==> src/rtl/lsu_pkg.sv <==
// Shared types for the load/store unit: FSM states, access-size codes and
// the byte-count helper.
package lsu_pkg;

  typedef enum logic [2:0] {
    ST_IDLE,
    ST_RD,
    ST_RD_WAIT,
    ST_WR,
    ST_DONE
  } state_e;

  localparam logic [1:0] SZ_BYTE = 2'b00;
  localparam logic [1:0] SZ_HALF = 2'b01;
  localparam logic [1:0] SZ_WORD = 2'b10;
  localparam logic [1:0] SZ_ILL  = 2'b11;

  function automatic logic [2:0] size_bytes(input logic [1:0] sz);
    case (sz)
      SZ_BYTE: return 3'd1;
      SZ_HALF: return 3'd2;
      default: return 3'd4;
    endcase
  endfunction

endpackage

==> src/rtl/load_store_unit_extend.sv <==
// Sign/zero extension of an assembled little-endian load to 32 bits.
module lsu_extend
  import lsu_pkg::*;
(
  input  logic [31:0] bytes_i,
  input  logic [1:0]  size_i,
  input  logic        unsigned_i,
  output logic [31:0] ext_o
);

  always_comb begin
    ext_o = bytes_i;
    case (size_i)
      SZ_BYTE: ext_o = {{24{~unsigned_i & bytes_i[7]}}, bytes_i[7:0]};
      SZ_HALF: ext_o = {{16{~unsigned_i & bytes_i[15]}}, bytes_i[15:0]};
      default: ext_o = bytes_i;
    endcase
  end

endmodule

==> src/rtl/load_store_unit.sv <==
// Sequences byte/half/word loads and stores onto a byte-wide memory, one byte
// per cycle, with alignment/size checking and sign/zero-extended load results.
module load_store_unit
  import lsu_pkg::*;
#(
  parameter int ADDR_W = 32
) (
  input  logic              clk_i,
  input  logic              rst_i,
  input  logic              req_i,
  input  logic              we_i,
  input  logic [1:0]        size_i,
  input  logic              unsigned_i,
  input  logic [ADDR_W-1:0] addr_i,
  input  logic [31:0]       wdata_i,
  output logic              busy_o,
  output logic              done_o,
  output logic              err_o,
  output logic [31:0]       rdata_o,
  output logic [ADDR_W-1:0] mem_addr_o,
  output logic [7:0]        mem_data_o,
  output logic              mem_read_o,
  output logic              mem_write_o,
  input  logic [7:0]        mem_data_i
);

  state_e            state_q, state_d;
  logic [2:0]        cnt_q, cnt_d;
  logic [1:0]        size_q, size_d;
  logic              uns_q, uns_d;
  logic [ADDR_W-1:0] base_q, base_d;
  logic [31:0]       wdata_q, wdata_d;
  logic              err_q, err_d;
  logic [31:0]       asm_q, asm_d;
  logic [31:0]       rdata_q, rdata_d;

  logic              accept;
  logic              bad_req;
  logic [2:0]        n_bytes;
  logic              last;
  logic [1:0]        lane;
  logic [31:0]       ext_w;

  assign accept  = (state_q == ST_IDLE) && req_i;
  assign bad_req = (size_i == SZ_ILL) ||
                   ((size_i == SZ_HALF) && addr_i[0]) ||
                   ((size_i == SZ_WORD) && (addr_i[1:0] != 2'b00));
  assign n_bytes = size_bytes(size_q);
  assign last    = (cnt_q == n_bytes - 3'd1);
  // Memory data lags the read strobe by one cycle, so it lands in lane cnt-1.
  assign lane    = cnt_q[1:0] - 2'd1;

  always_comb begin
    asm_d = asm_q;
    if (accept) begin
      asm_d = '0;
    end else if (((state_q == ST_RD) && (cnt_q != 3'd0)) || (state_q == ST_RD_WAIT)) begin
      asm_d[{lane, 3'b000} +: 8] = mem_data_i;
    end
  end

  lsu_extend u_extend (
    .bytes_i    (asm_d),
    .size_i     (size_q),
    .unsigned_i (uns_q),
    .ext_o      (ext_w)
  );

  always_comb begin
    state_d = state_q;
    cnt_d   = cnt_q;
    size_d  = size_q;
    uns_d   = uns_q;
    base_d  = base_q;
    wdata_d = wdata_q;
    err_d   = err_q;
    rdata_d = rdata_q;
    case (state_q)
      ST_IDLE: begin
        if (req_i) begin
          size_d  = size_i;
          uns_d   = unsigned_i;
          base_d  = addr_i;
          wdata_d = wdata_i;
          err_d   = bad_req;
          cnt_d   = 3'd0;
          if (bad_req)   state_d = ST_DONE;
          else if (we_i) state_d = ST_WR;
          else           state_d = ST_RD;
        end
      end
      ST_RD: begin
        cnt_d = cnt_q + 3'd1;
        if (last) state_d = ST_RD_WAIT;
      end
      ST_RD_WAIT: begin
        rdata_d = ext_w;
        state_d = ST_DONE;
      end
      ST_WR: begin
        cnt_d = cnt_q + 3'd1;
        if (last) state_d = ST_DONE;
      end
      ST_DONE: begin
        cnt_d   = 3'd0;
        state_d = ST_IDLE;
      end
      default: state_d = ST_IDLE;
    endcase
  end

  always_ff @(posedge clk_i or posedge rst_i) begin
    if (rst_i) begin
      state_q <= ST_IDLE;
      cnt_q   <= '0;
      size_q  <= '0;
      uns_q   <= 1'b0;
      base_q  <= '0;
      wdata_q <= '0;
      err_q   <= 1'b0;
      asm_q   <= '0;
      rdata_q <= '0;
    end else begin
      state_q <= state_d;
      cnt_q   <= cnt_d;
      size_q  <= size_d;
      uns_q   <= uns_d;
      base_q  <= base_d;
      wdata_q <= wdata_d;
      err_q   <= err_d;
      asm_q   <= asm_d;
      rdata_q <= rdata_d;
    end
  end

  // Strobes and bus fields decode from state so reset silences them at once.
  assign busy_o      = (state_q != ST_IDLE);
  assign done_o      = (state_q == ST_DONE);
  assign err_o       = (state_q == ST_DONE) && err_q;
  assign rdata_o     = rdata_q;
  assign mem_read_o  = (state_q == ST_RD);
  assign mem_write_o = (state_q == ST_WR);
  assign mem_addr_o  = (mem_read_o || mem_write_o) ? base_q + ADDR_W'(cnt_q) : '0;
  assign mem_data_o  = mem_write_o ? 8'(wdata_q >> {cnt_q[1:0], 3'b000}) : 8'h00;

endmodule

==> config.mk <==
export PLATFORM = sky130hd
export DESIGN_NAME = load_store_unit
export DESIGN_NICKNAME = d
export VERILOG_FILES = /design/src/rtl/lsu_pkg.sv /design/src/rtl/load_store_unit_extend.sv /design/src/rtl/load_store_unit.sv
export SDC_FILE = /design/constraint.sdc
export NUM_CORES = 1
export LEC_CHECK = 0
export ABC_CLOCK_PERIOD_IN_PS = 6250
export CORE_UTILIZATION = 52
export DETAILED_ROUTE_END_ITERATION = 8
export GPL_TIMING_DRIVEN = 0
export HOLD_SLACK_MARGIN = 0.1
export PLACE_DENSITY = 0.78
export SLEW_MARGIN = 20
export SYNTH_ARGS = -nofsm -noshare
export SYNTH_HDL_FRONTEND = slang
export SYNTH_HIERARCHICAL = 1
export SYNTH_SLANG_ARGS = --single-unit
==> constraint.sdc <==
create_clock -name clk_i -period 6.25 [get_ports clk_i]
set_clock_uncertainty 0.15 [all_clocks]
set_input_delay 1.5625 -clock clk_i [delete_from_list [all_inputs] [get_ports clk_i]]
set_output_delay 1.5625 -clock clk_i [all_outputs]
set_load 0.005 [all_outputs]
run_1/clock_wires.png
Scale: 4 px per µm.
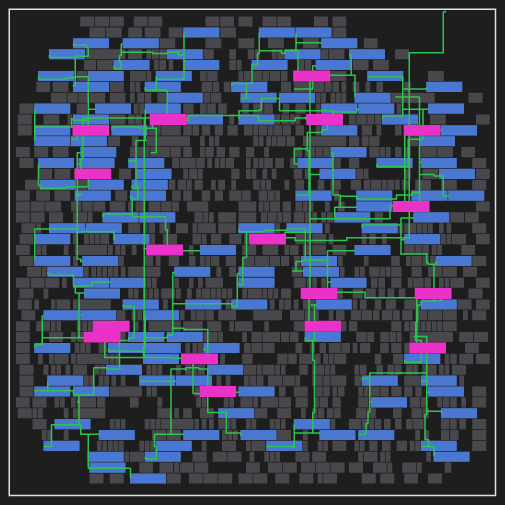
- magenta: clock-net drivers (count 17)
- green: clock wires (length 1770 µm)
- blue: flip-flops (count 138)
- flops lie: widely spread

run_1/port_trees.png
Scale: 4 px per µm.
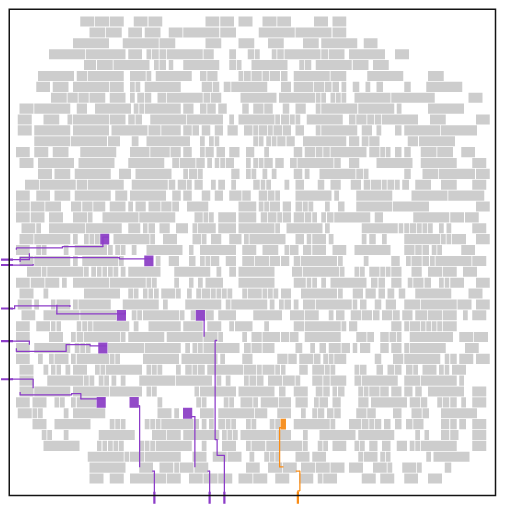
- orange: mem_read_o (bits 1; direction output; end cells 1; buffers 1; wire 18.2 µm)
- purple: mem_data_o (bits 8; direction output; end cells 8; buffers 8; wire 255 µm)

==> qor.txt, run 1 <==
Clock root buffer: clkbuf_16
Setup total negative slack: 0 ns
Type of the tightest min-delay check: flop to flop
Inverters, non-clock: 19
Clock network contribution to total cell area: 0.0657
Max-cap violations: 0
Dominant register cell: dfrtp_1
Average routed wire per standard cell: 17.2 µm
Final hold violations: 0
Number of cells in the design after placement: 1165
Netlist Area Pre-Place: 7390 µm²
Top cells by instance count after synthesis: 228 x nand2_1, 138 x dfrtp_1, 45 x a21oi_1, 45 x clkbuf_1, 43 x o21ai_0
Sw Ratio: 0.391
Total of warnings raised by yosys: 6
Total of flip-flops plus latches after synthesis: 138
Y dimension of the die: 121 µm
Heaviest power group: combinational cells
Cell breakdown of the critical path: buf_1, inv_1, fa_1, nor2b_1, o21ai_1, or4_1, a21oi_1, clkdlybuf4s50_1
Number of cells on the worst reg-to-reg path: 13
DRC violation total after the first TritonRoute iteration: 736
Total cells reported by yosys after synthesis: 829
Non-clock buffer area fraction after layout: 0.193
Combinational gate area: 3540 µm²
Total length of routed met2 wires: 9650 µm
Register fraction of the total cell area: 0.351
Mux cell area share: 0.0777
Area fraction in compound gates: 0.132
Clock Tree Buf Depth: 2
Min cycle time layout: 5.83 ns
Type of destination of the critical path: output port
M2 GR Usage: 0.460
Path length in cells of the critical path: 8
Post-Layout Cell Count: 1197
Type of the worst setup path: flop to output port
Met1 usage: 0.410
Share of synthesized area occupied by flip-flops and latches: 0.467
Internal power component: 2.58 mW
Pre-Place Util: 0.532
Number of core rows: 43
Highest signal layer in the routed design: met4
CP peak stage delay: 0.53 ns
Routing usage on met3: 0.0583
Reg2Reg Capture Point: rdata_o[26]
Via count: 6898
Unique cell type count in the Yosys netlist: 59
Leakage power: 4.35 nW
Total Power: 4.24 mW
Number of enable-type register cells in the synthesized netlist: 0
Origin of the worst min-delay path: wdata_q[17]
First-pass GRT wire length: 33200 µm
Number of sinks handled by clock tree synthesis: 138
Routed Antenna Nets: 0
Number of logic gates: 603
Result of the run: finished, final reports clean
Worst-margin pin slew: 0.882 ns
Reported net switching power: 1.66 mW
Sequential share of power: 0.331
Fill cell total of the finished layout: 1082
Pre-CTS setup slack: 0.944 ns
Top logic cells by instance count in the layout: 228 x nand2_1, 155 x clkdlybuf4s50_1, 138 x dfrtp_1
Hold Crit Endpoint: wdata_q[17]
Buffer and inverter count on the worst path: 3
Required time worst endpoint: 4.54 ns
Sequential cell area: 3450 µm²
Insertion delay of the later-clocked pin in the worst-skew pair: 0.43 ns
Most used logic cell in the final layout: nand2_1
Kind of launch point of the worst setup path: flop
Final WS setup: 0.425 ns
Fraction of the mapped netlist area in adder cells: 0.0179
Total setup buffers inserted after CTS: 0
Largest net degree at the start of global routing: 80
Number of I/O port buffers: 155
Largest logic family: simple AND/OR/NAND/NOR gates
Syn-to-layout area delta: 33.3%
Vias in the first global route: 6580
Placer's final routability congestion estimate: 0.881
M1 WL: 9030 µm
run_1/gates.png
Scale: 3 px per µm.
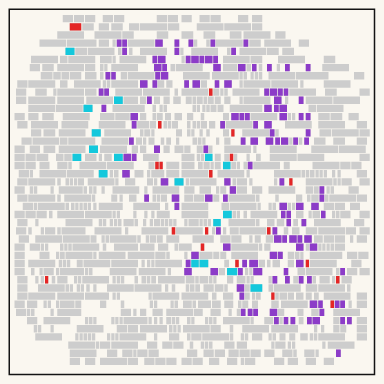
- red: inv cells (cells 19)
- cyan: non-inverting ao/oa cells (cells 17)
- purple: aoi and oai cells (cells 140)

==> run 2: changes to the inputs <==
Settings changed: RECOVER_POWER set to 100.
run_2/congestion_map.png
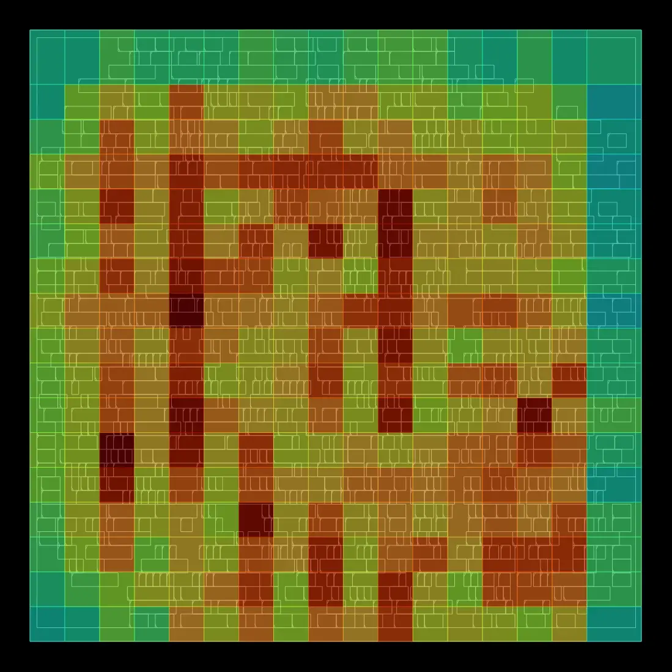
average routed wire per standard cell: 17.2 µm
Overall Global Routing Usage: 0.295
busiest layer in global routing: met2
met1 usage: 0.410
M2 GR Usage: 0.460

==> qor.txt, run 2 <==
Path length in cells of the critical path: 8
Total cells reported by yosys after synthesis: 829
Total Power: 4.20 mW
Reported net switching power: 1.66 mW
Number of enable-type register cells in the synthesized netlist: 0
Pre-Place Util: 0.532
Number of cells in the design after placement: 1165
Total of warnings raised by yosys: 6
Dominant register cell: dfrtp_1
Reg2Reg Capture Point: rdata_o[12]
Combinational gate area: 3530 µm²
Area fraction in compound gates: 0.132
Cell breakdown of the critical path: clkbuf_1, inv_1, fa_1, nor2b_1, o21ai_1, or4_1, a21oi_1, dlygate4sd3_1
DRC violation total after the first TritonRoute iteration: 855
Post-Layout Cell Count: 1198
Worst-margin pin slew: 2.62 ns
R2R setup slack: 0.71 ns
Number of slew-limit violations in the final report: 150
Violated checks: max-capacitance violations, max-slew violations
Clock network contribution to total cell area: 0.0660
Number of logic gates: 603
M1 WL: 9160 µm
Largest net degree at the start of global routing: 80
Pre-CTS setup slack: 0.944 ns
Setup total negative slack: 0 ns
Inverters, non-clock: 19
Syn-to-layout area delta: 32.6%
Sequential cell area: 3450 µm²
Internal power component: 2.55 mW
Type of the worst setup path: flop to output port
Via count: 6909
Routed Antenna Nets: 0
Most used logic cell in the final layout: nand2_1
Buffer and inverter count on the worst path: 3
Routing usage on met3: 0.0583
Biggest area consumer among synthesized cells: dfrtp_1
Type of the tightest min-delay check: flop to flop
Kind of launch point of the worst setup path: flop
Required time worst endpoint: 4.54 ns
Sw Ratio: 0.394
Top logic cells by instance count in the layout: 228 x nand2_1, 138 x dfrtp_1, 79 x clkdlybuf4s50_1
Leakage power: 4.57 nW
Unique cell type count in the Yosys netlist: 59
Total setup buffers inserted after CTS: 0
Insertion delay of the later-clocked pin in the worst-skew pair: 0.42 ns
Max-cap violations: 3
Mux cell area share: 0.0777
Number of core rows: 43
Post-Syn Nets: 918
Post-synthesis area per instance: 8.91 µm²
CP peak stage delay: 0.59 ns
First-pass GRT wire length: 33200 µm
Final WS setup: 0.395 ns
Total of flip-flops plus latches after synthesis: 138
Y dimension of the die: 121 µm
Share of cells above drive strength 1: 0.0934
Number of I/O port buffers: 155
Netlist Area Pre-Place: 7390 µm²
Fill cell total of the finished layout: 1093
Highest signal layer in the routed design: met4
Result of the run: finished with violations
Heaviest power group: combinational cells
Hold Crit Endpoint: wdata_q[17]
Final hold violations: 0
Min cycle time layout: 5.86 ns
Sequential share of power: 0.334
Final Cycle Share: 0.937
Total clock network power: 1.10 mW
Total iterations of the first detailed-routing run: 5
Maximum fanout count along the critical path: 10
Largest logic family: simple AND/OR/NAND/NOR gates
Origin of the worst min-delay path: wdata_q[17]
Fraction of the mapped netlist area in adder cells: 0.0179
Clock root buffer: clkbuf_16
Clock Tree Buf Depth: 2
Top cells by instance count after synthesis: 228 x nand2_1, 138 x dfrtp_1, 45 x a21oi_1, 45 x clkbuf_1, 43 x o21ai_0
Non-clock buffer area fraction after layout: 0.191
Register fraction of the total cell area: 0.352
Non-clock buffer total of the final layout: 225
Async set or reset register ratio after synthesis: 1.00
Flip-flops: 138
Type of destination of the critical path: output port
Share of synthesized area occupied by flip-flops and latches: 0.467
Fraction of synthesized cell area in xor and xnor cells: 0.0119
Placer's final routability congestion estimate: 0.881
End point of the critical path: mem_addr_o[30]
Number of sinks handled by clock tree synthesis: 138
Vias in the first global route: 6580
Total length of routed met2 wires: 9660 µm
Number of cells on the worst reg-to-reg path: 14
==> run 3: changes to the inputs <==
Settings changed: SKIP_CTS_REPAIR_TIMING set to 1, SYNTH_HIERARCHICAL 1 to unset.
==> qor.txt, run 3 <==
Hold Crit Endpoint: wdata_q[18]
Sw Ratio: 0.384
Top logic cells by instance count in the layout: 236 x nand2_1, 138 x dfrtp_1, 83 x nor2_1, 83 x clkdlybuf4s50_1, 72 x dlygate4sd3_1
Vias in the first global route: 6435
Mux cell area share: 0.0479
Total clock network power: 1.01 mW
Clock network contribution to total cell area: 0.0621
CP peak stage delay: 0.59 ns
M1 WL: 8440 µm
Insertion delay of the later-clocked pin in the worst-skew pair: 0.42 ns
Fraction of the mapped netlist area in adder cells: 0.0164
Via count: 6564
Path length in cells of the critical path: 8
Netlist Area Pre-Place: 7320 µm²
Y dimension of the die: 121 µm
Max-cap violations: 1
Reg2Reg Capture Point: rdata_o[17]
End point of the critical path: mem_addr_o[28]
Unique cell type count in the Yosys netlist: 55
Number of cells in the design after placement: 1160
Number of slew-limit violations in the final report: 70
Total cells reported by yosys after synthesis: 828
Sequential share of power: 0.345
Syn-to-layout area delta: 31.8%
Post-synthesis area per instance: 8.84 µm²
Final WS setup: 0.841 ns
M2 GR Usage: 0.444
Pre-CTS setup slack: 1.47 ns
Total iterations of the first detailed-routing run: 5
Number of I/O port buffers: 155
Fraction of synthesized cell area in xor and xnor cells: 0.0311
Result of the run: finished with violations
Violated checks: max-capacitance violations, max-slew violations
Number of core rows: 42
Leakage power: 4.54 nW
Heaviest power group: combinational cells
Total Power: 4.33 mW
Worst-margin pin slew: 3.08 ns
Final hold violations: 0
Async set or reset register ratio after synthesis: 1.00
Internal power component: 2.67 mW
Top cells by instance count after synthesis: 236 x nand2_1, 138 x dfrtp_1, 83 x nor2_1
run_3/gates.png
Scale: 3 px per µm.
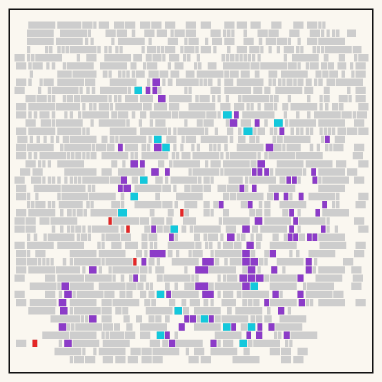
- red: inv cells (cells 5)
- cyan: non-inverting ao/oa cells (cells 18)
- purple: aoi and oai cells (cells 97)
combinational share of cell area: 0.364
Post-Layout Cell Count: 1192
most used logic cell in the final layout: nand2_1

Power and IR drop assume default switching activity.
